placed.png
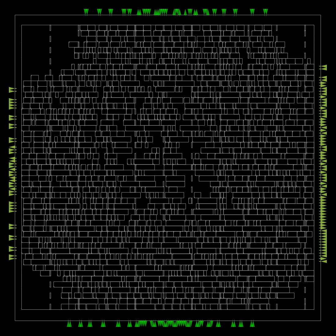
clock_wires.png
The bar under the picture is 50 um long.
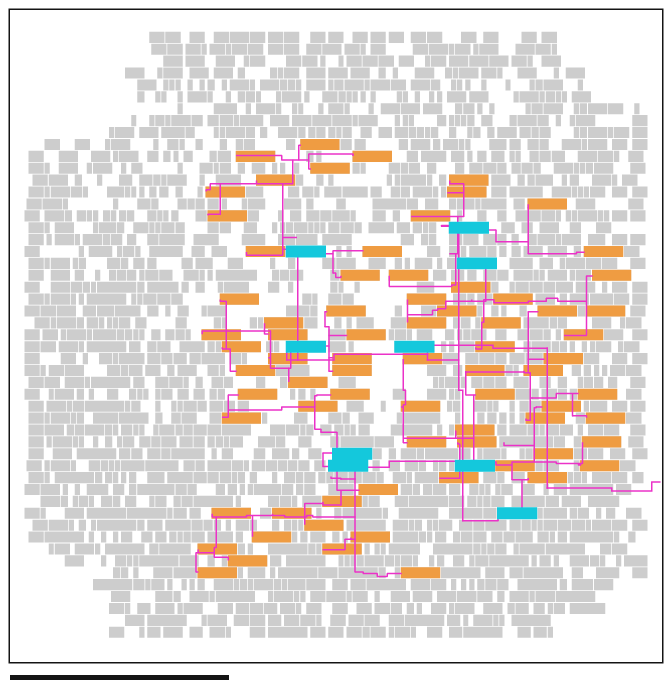
File: src/rtl/mp_sub_seq.sv
// Multi-precision 64-bit subtractor, one word per cycle, LSW first, with a
// registered output stage, borrow chaining across words and a zero-result flag.
module mp_sub_seq #(
   parameter int LEN_W = 4
) (
   input  logic             clk,
   input  logic             rst_n,
   input  logic             start,
   input  logic [LEN_W-1:0] len,
   input  logic             bin_init,
   input  logic             in_valid,
   output logic             in_ready,
   input  logic [63:0]      x_in,
   input  logic [63:0]      y_in,
   output logic             out_valid,
   input  logic             out_ready,
   output logic [63:0]      d_out,
   output logic             out_last,
   output logic             done,
   output logic             bout,
   output logic             zero,
   output logic             busy
);

   typedef enum logic [1:0] {IDLE, RUN, DONE} state_t;

   state_t           state, state_nx;
   logic [LEN_W-1:0] cnt;
   logic             borrow_q, zero_q;
   logic             start_acc, in_acc, out_hs;

   // Word subtractor: borrow-lookahead over 16 nibble groups, then across groups.
   logic [63:0] g, p, d;
   logic [15:0] ng, np;
   logic        gg, gp, word_bout;

   assign g = ~x_in & y_in;
   assign p = ~(x_in ^ y_in);
   assign d = x_in - y_in - {63'd0, borrow_q};

   always_comb begin
      for (int n = 0; n < 16; n++) begin
         ng[n] = 1'b0;
         np[n] = 1'b1;
         for (int b = 0; b < 4; b++) begin
            ng[n] = g[4*n+b] | (p[4*n+b] & ng[n]);
            np[n] = p[4*n+b] & np[n];
         end
      end
      gg = 1'b0;
      gp = 1'b1;
      for (int n = 0; n < 16; n++) begin
         gg = ng[n] | (np[n] & gg);
         gp = np[n] & gp;
      end
      word_bout = gg | (gp & borrow_q);
   end

   assign start_acc = (state == IDLE) && start;
   assign out_hs    = out_valid && out_ready;
   assign in_acc    = in_valid && in_ready;

   always_ff @(posedge clk or negedge rst_n) begin
      if (!rst_n) state <= IDLE;
      else        state <= state_nx;
   end

   always_comb begin
      state_nx = state;
      case (state)
         IDLE:    if (start) state_nx = (len != '0) ? RUN : DONE;
         RUN:     if (out_hs && out_last) state_nx = DONE;
         DONE:    state_nx = IDLE;
         default: state_nx = IDLE;
      endcase
   end

   always_comb begin
      busy     = (state != IDLE);
      done     = (state == DONE);
      in_ready = (state == RUN) && (cnt != '0) && (!out_valid || out_ready);
   end

   assign bout = borrow_q;
   assign zero = zero_q;

   always_ff @(posedge clk or negedge rst_n) begin
      if (!rst_n) begin
         cnt       <= '0;
         borrow_q  <= 1'b0;
         zero_q    <= 1'b0;
         d_out     <= '0;
         out_valid <= 1'b0;
         out_last  <= 1'b0;
      end else if (start_acc) begin
         cnt       <= len;
         borrow_q  <= bin_init;
         zero_q    <= 1'b1;
         out_valid <= 1'b0;
         out_last  <= 1'b0;
      end else if (in_acc) begin
         // New word replaces the output register even when it is drained this edge.
         cnt       <= cnt - 1'b1;
         borrow_q  <= word_bout;
         zero_q    <= zero_q & (d == 64'd0);
         d_out     <= d;
         out_valid <= 1'b1;
         out_last  <= (cnt == LEN_W'(1));
      end else if (out_hs) begin
         out_valid <= 1'b0;
         out_last  <= 1'b0;
      end
   end

endmodule

File: config.mk
export PLATFORM = sky130hd
export DESIGN_NAME = mp_sub_seq
export DESIGN_NICKNAME = d
export VERILOG_FILES = /design/src/rtl/mp_sub_seq.sv
export SDC_FILE = /design/constraint.sdc
export NUM_CORES = 1
export LEC_CHECK = 0
export CORE_MARGIN = 3
export CORE_UTILIZATION = 48
export CTS_CLUSTER_DIAMETER = 50
export DETAILED_ROUTE_END_ITERATION = 16
export GPL_TIMING_DRIVEN = 0
export PLACE_DENSITY = 0.79
export SETUP_SLACK_MARGIN = 0.05
export SYNTH_ARGS = -nofsm -noshare
export SYNTH_HDL_FRONTEND = slang
export SYNTH_SLANG_ARGS = --single-unit
File: constraint.sdc
create_clock -name clk -period 4.3 [get_ports clk]
set_input_delay 1.29 -clock clk [delete_from_list [all_inputs] [get_ports clk]]
set_output_delay 1.29 -clock clk [all_outputs]
set_load 0.01 [all_outputs]
==> changes_impl.md <==
### Physical design

* Worst slew margin at 0.408
* Hold_ws at 0.485 ns
* Routability cong. at 0.950
* DR iter-0 viols at approximately 840
* Number of synthesized register bits at 74
* Yosys stat cell total at between 1k and 1.5k
* Cells after Synth at about 1.3k
* Worst vdd ir at around 0.28 mV
* Die Wd at ~150 um
* Worst hold start: d_out[22]
* Crit. End Element: register
* Startpoint types: input pin
* Postcts setup bufs at roughly 52
* Critical path's slowest cell: fa_1
* Wirelength, routed at 32300 um
* NetSw at roughly 2.5 mW
* Most frequent cell after synthesis: inv_1
* Worst skew pair latency at 0.34 ns
* Area growth, synth to finish at 45.0%
* Setup crit start: y_in[0]
* TritonCTS Buffers at 9
* Die Ht at around 150 um
* Clk pin slew, worst setup/hold paths at roughly 0.070 ns
* Post-synthesis sequential area ratio at 0.189
* CTS sink cnt at ~74
* CP arrival at ~5.5 ns
* Combinational share of power at 0.640
* Pre-CTS setup slack at -2.01 ns
* Avg Inst Size Synth at between 7 and 8 um^2
* Clock buffer depth at 2
* Reg2reg start: bout
* CTS root buf: clkbuf_16
* Initial Util at 0.497
* Min-Delay Endpoint: d_out[22]
* Post-cts hold-fix buffer tally at 0
* Ao+oa area frac at 0.241
* Post-route ant nets at 0
* Status: finished with violations
* Buf+Inv Stages, Crit Path at 5
* Setup TNS Final at -4.85 ns
* Vias at 10.4k
* Critical Path Stages at 21
* Leak at ~6.6 nW
* Distinct lib cells used at 79
* Max Cap Viol at 0
* Rows at 51
* Least-Margin Pin Slew at ~0.88 ns
* Worst Skew at ~0.0089 ns
* Hold path cells at 2
* Setup slack after layout at -0.944 ns
* Worst R2R Path Depth at 19
* Comb area leader: adder cells
* Worst Hold Class: reg -> reg
* GR Util met3 at 0.0310
* Worst setup path end: zero
* Post-Synth Adder-Cell Area at 0.245
* Ys Warns at 0
* Post-Syn Area at 9820 um^2
* Via-per-instance ratio at around 5.7
* H-tree levels at 3
* Gr busiest metal: met2
* Mux cell area share at 0.0181
* Fin crit share at 1.22
* Most frequent cells after synthesis: inv_1, ha_1, nand2_1
* Main flop type: dfrtp_1
* Met2 GRT Util at 0.480
* FMAX at 191 MHz
* First-pass DRT Iterations at 6
* Internal Power at 3.31 mW
* Area of the die at around 22000 um^2
* Area leader, netlist: ha_1
* TritonCTS clock tree: done
* Grt met1 use at 0.356
* Synth area leaders: ha_1, dfrtp_1, inv_1
* Pwr Density at 409 nW/um^2
* Worst EP required at ~4.6 ns
* Max Slew Vio Count at 0
* Crit Path Category: in -> reg
* Largest net degree at the start of global routing at 64
* FF-to-FF End: zero
* Final nets at 1877
* Share of cells above drive strength 1 at 0.190
* Final Hold Viols at 0
* First-pass GRT wire length at around 49000 um
* CP delay by family, top: AND-OR/OR-AND gates
* WL per Instance at 17.8 um
* Failing checks: negative setup slack
* Worst path cell trace: buf_8 -> inv_4 -> fa_1 -> inv_1 -> ha_2 -> or2_4 -> fa_2 -> nand2b_4 -> a31oi_4 -> o211ai_4 -> buf_12 -> o2111ai_4 -> a21boi_4 -> buf_4 -> o2111ai_4 -> and2_4 -> o21ai_4 -> xor2_2 -> nor4b_1 -> nand4_1 -> o31ai_2
* Most used cell, CP: o2111ai_4
* Sequential fraction of design power at 0.227
* Fraction of registers with async set or reset after synthesis at 1.00
* Unrepaired setup endpoints after global routing: yes
* Tool Warnings at roughly 91
* Slowest stage delay, CP at 0.57 ns
* I/O Buffers at 208
* Vias in the first global route at 9919
* Initial antenna violation count at 0
* Syn nets at around 1.6k
* R2R Setup Slk at -0.33 ns
* Chip Area, Yosys at 9820 um^2
* And+or+nand+nor area frac at 0.166
* Crit path time final at 5.24 ns
* Dpl hpwl at 24400 um
* Xor/xnor share at 0.0455
* # diodes at 0
* Post-CTS resize count at between 150 and 200
* Sw Share at 0.432
* All-Layer GR Usage at 0.273
* Residual DRC at 0
* Crit path max fanout at 4
* Global route overflow at 0
* IO Pins at roughly 210
* Number of enable flip-flop cells at 0
* Final setup vio count at 14
* Dominant cell area share at 0.241
* Clock group share of total power at 0.133
-- placed.png (at the start) --
Taps Inserted: 265
Fill cells: 1493
Core ar.: 19800 um^2
Layout Utilization: 0.720

-- clock_wires.png (at the start) --
[clock wires] magenta | length: 1140 um
[clock-net drivers] cyan | count: 9
[flip-flops] orange | count: 74
routed clock nets: 10

==> worst min-delay path: cells and delay by family (launching register included) <==
kind	cells	cell delay [ns]
AND-OR/OR-AND	1	0.05
flip-flops	1	0.34
AND/OR/NAND/NOR	1	0.06
==> power by group through the flow <==
stage               clock network (mW)  logic, mW  registers [mW]
floorplan                            0       1.67            1.37
finish                           0.775       3.73            1.32
global placement                     0       3.07            1.32
detailed placement                   0       3.14            1.32
global route                     0.798       4.01            1.34
CTS                              0.770       3.47            1.31
==> sequential cells by signal (all words and copies together), names as in the netlist <==
register	cells
bout	1
out_valid	1
out_last	1
state	2
zero	1
cnt	4
d_out	64
==> through the flow <==
step | utilization | area (um^2) | cells | power (mW)
floorplan | - | 9870 | 1271 | 3.04
global placement | 0.621 | 12300 | 1744 | 4.39
detailed placement | 0.622 | 12300 | 1745 | 4.46
CTS | 0.696 | 13800 | 1805 | 5.56
global route | 0.720 | 14200 | 1817 | 6.15
finish | 0.720 | 14200 | 1817 | 5.82
==> metal layers <==
| metal | part of all wire | vias to the layer above |
|---|---|---|
| li1 | - | 4957 |
| met1 | 0.41 | 4911 |
| met2 | 0.48 | 486 |
| met3 | 0.076 | 88 |
| met4 | 0.032 | 0 |
| met5 | 0 | - |
==> layout by cell type (no fill, tap or decap), drive strengths merged, types with 34 or more instances in the layout <==
cell and count:
a21o 35, nor2 66, clkbuf 34, nand2 120, clkdlybuf4s50 188, ha 189, dfrtp 74, buf 77
a21oi 95, inv 209, o21ai 103
==> layout make-up <==
| type | instances | area (um^2) |
|---|---|---|
| tap | 265 | 332 |
| clock buffer | 10 | 239 |
| buffer | 31 | 164 |
| inverter | 209 | 787 |
| clock inverter | 5 | 55.1 |
| sequential | 74 | 1850 |
| timing repair buffer | 275 | 2640 |
| fill | 1493 | 5540 |
| multi-input combinational | 948 | 8170 |
Power figures rest on the tool's default switching activity, not on a simulated workload.
